<file path="src/rtl/microbot_nav_fsm_pkg.sv">
// -----------------------------------------------------------------------------
// microbot_nav_pkg
// Shared definitions for the microbot navigation controller:
//   - nav_state_e : 3-bit navigation state codes (6 and 7 are unused)
//   - MOT_*       : 2-bit H-bridge drive codes (11 is never driven)
//   - sens_group  : maps a sensor index to its left/centre/right group
// -----------------------------------------------------------------------------
package microbot_nav_pkg;

   typedef enum logic [2:0] {
      ST_IDLE    = 3'd0,
      ST_FWD     = 3'd1,
      ST_TURN_L  = 3'd2,
      ST_TURN_R  = 3'd3,
      ST_REVERSE = 3'd4,
      ST_STUCK   = 3'd5
   } nav_state_e;

   localparam logic [1:0] MOT_STOP = 2'b00;
   localparam logic [1:0] MOT_FWD  = 2'b01;
   localparam logic [1:0] MOT_REV  = 2'b10;

   typedef enum logic [1:0] {
      GRP_L,
      GRP_C,
      GRP_R
   } sens_grp_e;

   // Index 0 is the leftmost sensor. The left half is everything below
   // n/2, the right half everything from (n+1)/2 up. With an odd count the
   // single sensor between the halves is the centre sensor; with an even
   // count the halves meet and there is no centre.
   function automatic sens_grp_e sens_group(input int n_sens, input int idx);
      if (idx < n_sens / 2) begin
         return GRP_L;
      end else if (idx >= (n_sens + 1) / 2) begin
         return GRP_R;
      end else begin
         return GRP_C;
      end
   endfunction

endpackage

</file>
<file path="src/rtl/microbot_nav_fsm_if.sv">
// -----------------------------------------------------------------------------
// microbot_nav_if
// Bundles the run/sensor inputs and motor/status outputs of the navigation
// controller.
//   en        : run enable (0 forces IDLE)
//   sens_raw  : raw obstacle sensors, 1 = obstacle, bit 0 leftmost
//   motor_l/r : H-bridge drive codes
//   state     : current state code
//   stuck     : high while in STUCK
//   retry_cnt : REVERSE entries since the last clear
// master drives en/sens_raw (sensor side), slave is the controller.
// -----------------------------------------------------------------------------
interface microbot_nav_if #(
   parameter int N_SENS    = 3,
   parameter int MAX_RETRY = 3
);
   logic                               en;
   logic [N_SENS-1:0]                  sens_raw;
   logic [1:0]                         motor_l;
   logic [1:0]                         motor_r;
   logic [2:0]                         state;
   logic                               stuck;
   logic [$clog2(MAX_RETRY+1)-1:0]     retry_cnt;

   modport master (
      output en, sens_raw,
      input  motor_l, motor_r, state, stuck, retry_cnt
   );

   modport slave (
      input  en, sens_raw,
      output motor_l, motor_r, state, stuck, retry_cnt
   );
endinterface

</file>
<file path="src/rtl/microbot_nav_fsm_sensor_debounce.sv">
// -----------------------------------------------------------------------------
// sensor_debounce
// Single-bit level debouncer. The filtered output only takes a new raw
// level once it has persisted for DEB_CYCLES consecutive clock edges.
//   clk, rst_n : clock, synchronous active-low reset
//   raw        : unfiltered sensor bit
//   filt       : debounced sensor bit (registered)
// -----------------------------------------------------------------------------
module sensor_debounce #(
   parameter int DEB_CYCLES = 4
) (
   input  logic clk,
   input  logic rst_n,
   input  logic raw,
   output logic filt
);

   localparam int CW = $clog2(DEB_CYCLES + 1);

   logic [CW-1:0] cnt_q, cnt_d;
   logic          filt_q, filt_d;

   // Count edges on which raw disagrees with the filtered bit. The edge
   // that would bring the count to DEB_CYCLES copies raw across instead,
   // and any agreement starts the count over.
   always_comb begin
      cnt_d  = '0;
      filt_d = filt_q;
      if (raw != filt_q) begin
         if (cnt_q == CW'(DEB_CYCLES - 1)) begin
            filt_d = raw;
         end else begin
            cnt_d = cnt_q + CW'(1);
         end
      end
   end

   // State register with synchronous reset.
   always_ff @(posedge clk) begin
      if (!rst_n) begin
         cnt_q  <= '0;
         filt_q <= 1'b0;
      end else begin
         cnt_q  <= cnt_d;
         filt_q <= filt_d;
      end
   end

   assign filt = filt_q;

endmodule

</file>
<file path="src/rtl/microbot_nav_fsm.sv">
// -----------------------------------------------------------------------------
// microbot_nav_fsm
// Obstacle-avoidance navigation controller for N_SENS debounced sensors,
// with timed turn/reverse manoeuvres and a retry limit that latches STUCK.
//   clk, rst_n : clock, synchronous active-low reset
//   bus        : microbot_nav_if slave (en, sens_raw in; motor_l, motor_r,
//                state, stuck, retry_cnt out, all registered)
// -----------------------------------------------------------------------------
module microbot_nav_fsm
   import microbot_nav_pkg::*;
#(
   parameter int N_SENS     = 3,
   parameter int DEB_CYCLES = 4,
   parameter int TURN_LEN   = 16,
   parameter int REV_LEN    = 8,
   parameter int CLEAR_LEN  = 32,
   parameter int MAX_RETRY  = 3
) (
   input logic           clk,
   input logic           rst_n,
   microbot_nav_if.slave bus
);

   localparam int MAX_LEN = (TURN_LEN > REV_LEN) ? TURN_LEN : REV_LEN;
   localparam int TW      = $clog2(MAX_LEN + 1);
   localparam int CW      = $clog2(CLEAR_LEN + 1);
   localparam int RW      = $clog2(MAX_RETRY + 1);

   logic [N_SENS-1:0] filt;
   logic              grp_l, grp_c, grp_r, grp_all;

   nav_state_e        state_q, state_d;
   logic [TW-1:0]     timer_q, timer_d;
   logic [CW-1:0]     clr_q, clr_d;
   logic [RW-1:0]     retry_q, retry_d;
   logic [1:0]        mot_l_q, mot_l_d;
   logic [1:0]        mot_r_q, mot_r_d;
   logic              stuck_q, stuck_d;

   logic [RW-1:0]     retry_inc;
   nav_state_e        rev_state;
   logic [TW-1:0]     rev_timer;

   for (genvar g = 0; g < N_SENS; g++) begin : g_deb
      sensor_debounce #(
         .DEB_CYCLES (DEB_CYCLES)
      ) u_deb (
         .clk   (clk),
         .rst_n (rst_n),
         .raw   (bus.sens_raw[g]),
         .filt  (filt[g])
      );
   end

   // Fold the filtered sensors into left/centre/right obstacle flags.
   always_comb begin
      grp_l = 1'b0;
      grp_c = 1'b0;
      grp_r = 1'b0;
      for (int i = 0; i < N_SENS; i++) begin
         case (sens_group(N_SENS, i))
            GRP_L:   grp_l = grp_l | filt[i];
            GRP_C:   grp_c = grp_c | filt[i];
            GRP_R:   grp_r = grp_r | filt[i];
            default: ;
         endcase
      end
      grp_all = &filt;
   end

   // Entering REVERSE bumps the saturating retry count; the entry that
   // reaches the limit goes to STUCK instead.
   always_comb begin
      retry_inc = (retry_q == RW'(MAX_RETRY)) ? retry_q : retry_q + RW'(1);
      if (retry_inc == RW'(MAX_RETRY)) begin
         rev_state = ST_STUCK;
         rev_timer = '0;
      end else begin
         rev_state = ST_REVERSE;
         rev_timer = TW'(REV_LEN - 1);
      end
   end

   // Next-state logic. Timed states load LEN-1 on entry and leave on the
   // edge that sees the timer at 0. The clear counter only advances on
   // obstacle-free FWD cycles; everything else zeroes it.
   always_comb begin
      state_d = state_q;
      timer_d = timer_q;
      clr_d   = '0;
      retry_d = retry_q;
      if (!bus.en) begin
         state_d = ST_IDLE;
         timer_d = '0;
      end else begin
         case (state_q)
            ST_IDLE: begin
               state_d = ST_FWD;
               retry_d = '0;
            end
            ST_FWD: begin
               if (grp_c || (grp_l && grp_r)) begin
                  state_d = rev_state;
                  timer_d = rev_timer;
                  retry_d = retry_inc;
               end else if (grp_l) begin
                  state_d = ST_TURN_R;
                  timer_d = TW'(TURN_LEN - 1);
               end else if (grp_r) begin
                  state_d = ST_TURN_L;
                  timer_d = TW'(TURN_LEN - 1);
               end else if (clr_q == CW'(CLEAR_LEN - 1)) begin
                  retry_d = '0;
               end else begin
                  clr_d = clr_q + CW'(1);
               end
            end
            ST_TURN_L, ST_TURN_R: begin
               if (grp_all) begin
                  state_d = rev_state;
                  timer_d = rev_timer;
                  retry_d = retry_inc;
               end else if (timer_q == '0) begin
                  state_d = ST_FWD;
               end else begin
                  timer_d = timer_q - TW'(1);
               end
            end
            ST_REVERSE: begin
               if (timer_q == '0) begin
                  state_d = ST_TURN_L;
                  timer_d = TW'(TURN_LEN - 1);
               end else begin
                  timer_d = timer_q - TW'(1);
               end
            end
            ST_STUCK: ;
            default: begin
               state_d = ST_IDLE;
               timer_d = '0;
            end
         endcase
      end
   end

   // Motors and stuck are decoded from the next state so they update on
   // the same edge as the state register.
   always_comb begin
      mot_l_d = MOT_STOP;
      mot_r_d = MOT_STOP;
      case (state_d)
         ST_FWD:     begin mot_l_d = MOT_FWD; mot_r_d = MOT_FWD; end
         ST_TURN_L:  begin mot_l_d = MOT_REV; mot_r_d = MOT_FWD; end
         ST_TURN_R:  begin mot_l_d = MOT_FWD; mot_r_d = MOT_REV; end
         ST_REVERSE: begin mot_l_d = MOT_REV; mot_r_d = MOT_REV; end
         default:    ;
      endcase
      stuck_d = (state_d == ST_STUCK);
   end

   // Single register stage for the FSM and all of its outputs.
   always_ff @(posedge clk) begin
      if (!rst_n) begin
         state_q <= ST_IDLE;
         timer_q <= '0;
         clr_q   <= '0;
         retry_q <= '0;
         mot_l_q <= MOT_STOP;
         mot_r_q <= MOT_STOP;
         stuck_q <= 1'b0;
      end else begin
         state_q <= state_d;
         timer_q <= timer_d;
         clr_q   <= clr_d;
         retry_q <= retry_d;
         mot_l_q <= mot_l_d;
         mot_r_q <= mot_r_d;
         stuck_q <= stuck_d;
      end
   end

   assign bus.state     = state_q;
   assign bus.motor_l   = mot_l_q;
   assign bus.motor_r   = mot_r_q;
   assign bus.stuck     = stuck_q;
   assign bus.retry_cnt = retry_q;

endmodule

</file>
<file path="src/flat_wrapper.sv">
// flat-port wrapper written by rule: the top's interface ports become plain ports
module microbot_nav_fsm_flat import microbot_nav_pkg::*;
#(
   parameter int N_SENS     = 3,
   parameter int DEB_CYCLES = 4,
   parameter int TURN_LEN   = 16,
   parameter int REV_LEN    = 8,
   parameter int CLEAR_LEN  = 32,
   parameter int MAX_RETRY  = 3
)
  (clk, rst_n, bus_en, bus_sens_raw, bus_motor_l, bus_motor_r, bus_state, bus_stuck, bus_retry_cnt);
  microbot_nav_if #(.N_SENS(N_SENS), .MAX_RETRY(MAX_RETRY)) bus_i ();
  input logic clk;
  input logic rst_n;
  input wire logic [$bits(bus_i.en)-1:0] bus_en;
  input wire logic [$bits(bus_i.sens_raw)-1:0] bus_sens_raw;
  output wire logic [$bits(bus_i.motor_l)-1:0] bus_motor_l;
  output wire logic [$bits(bus_i.motor_r)-1:0] bus_motor_r;
  output wire logic [$bits(bus_i.state)-1:0] bus_state;
  output wire logic [$bits(bus_i.stuck)-1:0] bus_stuck;
  output wire logic [$bits(bus_i.retry_cnt)-1:0] bus_retry_cnt;
  assign bus_i.en = bus_en;
  assign bus_i.sens_raw = bus_sens_raw;
  assign bus_motor_l = bus_i.motor_l;
  assign bus_motor_r = bus_i.motor_r;
  assign bus_state = bus_i.state;
  assign bus_stuck = bus_i.stuck;
  assign bus_retry_cnt = bus_i.retry_cnt;
  microbot_nav_fsm #(.N_SENS(N_SENS), .DEB_CYCLES(DEB_CYCLES), .TURN_LEN(TURN_LEN), .REV_LEN(REV_LEN), .CLEAR_LEN(CLEAR_LEN), .MAX_RETRY(MAX_RETRY)) u_core (.clk(clk), .rst_n(rst_n), .bus(bus_i));
endmodule
</file>
<file path="config.mk">
export PLATFORM = sky130hd
export DESIGN_NAME = microbot_nav_fsm_flat
export DESIGN_NICKNAME = d
export VERILOG_FILES = /design/src/rtl/microbot_nav_fsm_pkg.sv /design/src/rtl/microbot_nav_fsm_if.sv /design/src/rtl/microbot_nav_fsm_sensor_debounce.sv /design/src/rtl/microbot_nav_fsm.sv /design/src/flat_wrapper.sv
export SDC_FILE = /design/constraint.sdc
export NUM_CORES = 1
export LEC_CHECK = 0
export CAP_MARGIN = 10
export CORE_MARGIN = 2
export CORE_UTILIZATION = 55
export CTS_BUF_LIST = sky130_fd_sc_hd__clkbuf_8
export CTS_CLUSTER_DIAMETER = 50
export DETAILED_ROUTE_END_ITERATION = 12
export PLACE_DENSITY = 0.77
export SKIP_CTS_REPAIR_TIMING = 1
export SYNTH_ARGS = -nofsm -noshare
export SYNTH_HDL_FRONTEND = slang
export SYNTH_SLANG_ARGS = --single-unit
</file>
<file path="constraint.sdc">
create_clock -name clk -period 2.5 [get_ports clk]
set_clock_uncertainty 0.05 [all_clocks]
set_input_delay 0.5 -clock clk [delete_from_list [all_inputs] [get_ports clk]]
set_output_delay 0.5 -clock clk [all_outputs]
set_load 0.02 [all_outputs]
</file>
==> impl_metrics.ini <==
; physical design summary
[global_routing]
grt_pass1_vias = 1260
top_usage_layer = met2
antenna_found_initial = 0
grt_max_degree = 16
overflow = 0

[run_status]
status = complete, but fails checks
violations = DRC

[final_timing]
fmax_mhz = 466
finalSetupViolations = 0
min_period_over_period_pct = 85.8
hold_viol = 0

[clocking]
cts_max_level = 2
clock_latency_ns = 0.28
cts_tree = yes
clock_path_buffers = 2

[drt]
dr.pass1.iters = 8
route.detailed.drc = 2

[power_and_ir_drop]
pwr-share-clk_pct = 45.4
pwr-share-seq_pct = 48.7
vdd_ir_drop_max_mv = 0.405

[worst_setup_path]
path_cells = or3b_2 > a21oi_1 > o211a_4 > nor4bb_1 > a221o_1
critical_path_class = flop to flop
reg2reg_slack_ns = 0.36
path_buffers = 0
path_depth = 5
critPathCaptureType = flop

[job]
maxCapViolCount = 0

[synthesis]
synth_flops = 33
synth_warnings = 0
postSynthAreaPerCell_um2 = 9.00
yosysSeqAreaShare_pct = 39.9
ys_chip_area_um2 = 1660
netlist_instances = 184
ff_type = dfxtp_1
syn_nets = 199
ys_cells = 184

[min_path]
hp-class = flop to flop
whs_endpoint = u_core.g_deb[0].u_deb.cnt_q[0]
hp-start = u_core.g_deb[0].u_deb.cnt_q[0]

[floorplanning]
pin_count = 16
fp-utilization_pct = 59.0
chipArea_um2 = 3460

[placement]
port_buffers = 15

[final_layout]
final_layout_top_logic_cell = dfxtp_1
antenna_cells = 0
per-layer routing:
layer  routed length, um  vias to the layer above  part of all wire [%]
met5                   0                        -                     0
met4                  50                        0                   1.6
met1                1330                      610                    43
met2                1470                       52                    48
met3                 229                        7                   7.4
li1                    -                      686                     -
logic make-up after synthesis:
group	synth area share [%]
AOI/OAI and AO/OA	18.4
and+or+nand+nor	22.6
DFF	39.9
buffers and inverters	4.46
adders and majority gates	6.80
muxes	3.02
xor gates and xnor gates	4.76
state kept, by name (all words and copies together) (netlist names):
signal                    count
u_core.bus.state              3
u_core.g_deb.u_deb.filt       3
u_core.bus.motor_l            2
u_core.bus.retry_cnt          2
u_core.clr_q                  6
u_core.bus.stuck              1
u_core.timer_q                5
u_core.bus.motor_r            2
u_core.g_deb.u_deb.cnt_q      9
cells in the mapped netlist, types with 2 or more instances:
| master | number | area share [%] |
|---|---|---|
| a21oi_1 | 9 | 2.7 |
| nor3b_1 | 2 | 0.91 |
| a221o_1 | 2 | 1.2 |
| mux2i_1 | 5 | 3.0 |
| nand2_1 | 10 | 2.3 |
| inv_1 | 12 | 2.7 |
| or3_1 | 2 | 0.76 |
| o2bb2ai_1 | 2 | 1.1 |
| buf_2 | 5 | 1.5 |
| nand2b_1 | 2 | 0.76 |
| xnor2_1 | 4 | 2.1 |
| dfxtp_1 | 33 | 40 |
| nand3b_1 | 4 | 1.8 |
| o21ai_0 | 8 | 2.4 |
| xor2_1 | 5 | 2.6 |
| nor2b_1 | 9 | 3.4 |
| o21a_1 | 2 | 0.91 |
| nand3_1 | 4 | 1.2 |
| and3_1 | 2 | 0.76 |
| nor2_1 | 22 | 5.0 |
| a22o_2 | 2 | 1.2 |
| ha_1 | 9 | 6.8 |
| nor4b_1 | 2 | 1.1 |
| a211o_1 | 3 | 1.6 |
metrics by stage:
step | std cells | total power [uW] | instance area (um^2) | hold slack (ns)
final | 234 | 1110 | 1950 | 0.378
after global routing | 234 | 1150 | 1950 | 0.391
after CTS | 234 | 1120 | 1950 | 0.377
after detailed placement | 226 | 618 | 1830 | 0.366
after global placement | 226 | 615 | 1830 | 0.357
after floorplan | 184 | 592 | 1660 | 0.349
power by group through the flow:
| stage | clock network (uW) | registers (uW) | logic, uW |
|---|---|---|---|
| after global placement | 0 | 553 | 61.9 |
| after detailed placement | 0 | 553 | 64.2 |
| final | 505 | 541 | 64.6 |
| after CTS | 515 | 541 | 64.8 |
| after global routing | 536 | 542 | 73.1 |
| after floorplan | 0 | 555 | 36.9 |
layout make-up:
type	instances	area [um^2]
sequential	33	661
clock inverter	2	33.8
clock buffer	6	82.6
multi-input combinational	133	921
timing repair buffer	17	165
tap	31	38.8
fill	219	858
inverter	12	45.0
worst max-delay path by stage:
stage	startpoint	endpoint	slack (ns)
after global placement	rst_n	u_core.timer_q[2]	0.44
final	u_core.bus.state[2]	u_core.timer_q[2]	0.36
after floorplan	u_core.timer_q[0]	u_core.timer_q[2]	0.63
after CTS	u_core.bus.state[2]	bus_state[2]	0.39
after detailed placement	rst_n	u_core.timer_q[2]	0.30
after global routing	u_core.bus.state[2]	u_core.timer_q[2]	0.30
==> images/util_map.png <==
The bar under the picture is 20 um long. 12 x 12 tiles, from black (low) to pale yellow (high), 0 to 100% covered.
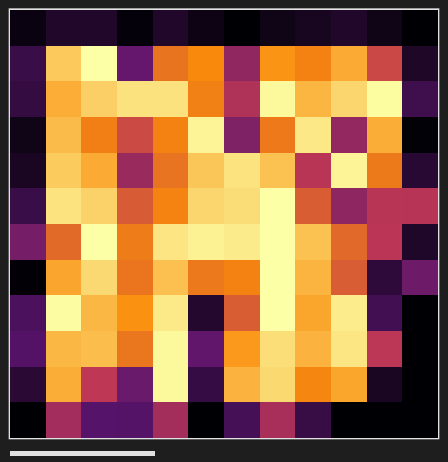
nearly empty tiles: 9.0%
emptiest ninth of the die: south-east
fullest tile: 100%
mean over tiles: 55%
densest ninth of the die: center
tiles over 75% full: 40%

==> images/m1.png <==
The bar under the picture is 20 um long.
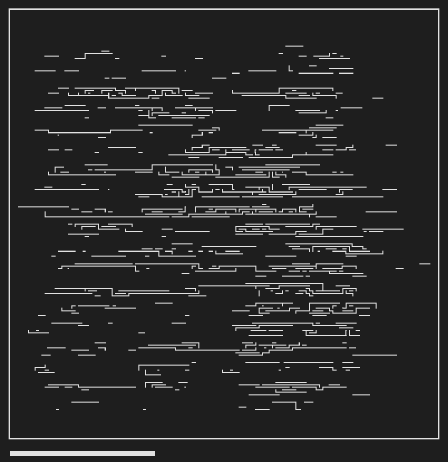
longest straight run: 17.0 um
main direction: horizontal
Detailed Route WL: 3080 um
M1 GR Usage: 24.6%

==> images/m2.png <==
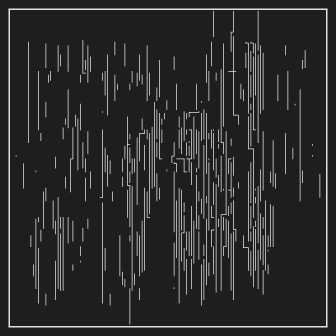
wire length on this layer: 1470 um
longest straight run: 21.4 um
main direction: vertical
detailed-route via count: 1355
GR Util met2: 32.1%

Power figures rest on the tool's default switching activity, not on a simulated workload.
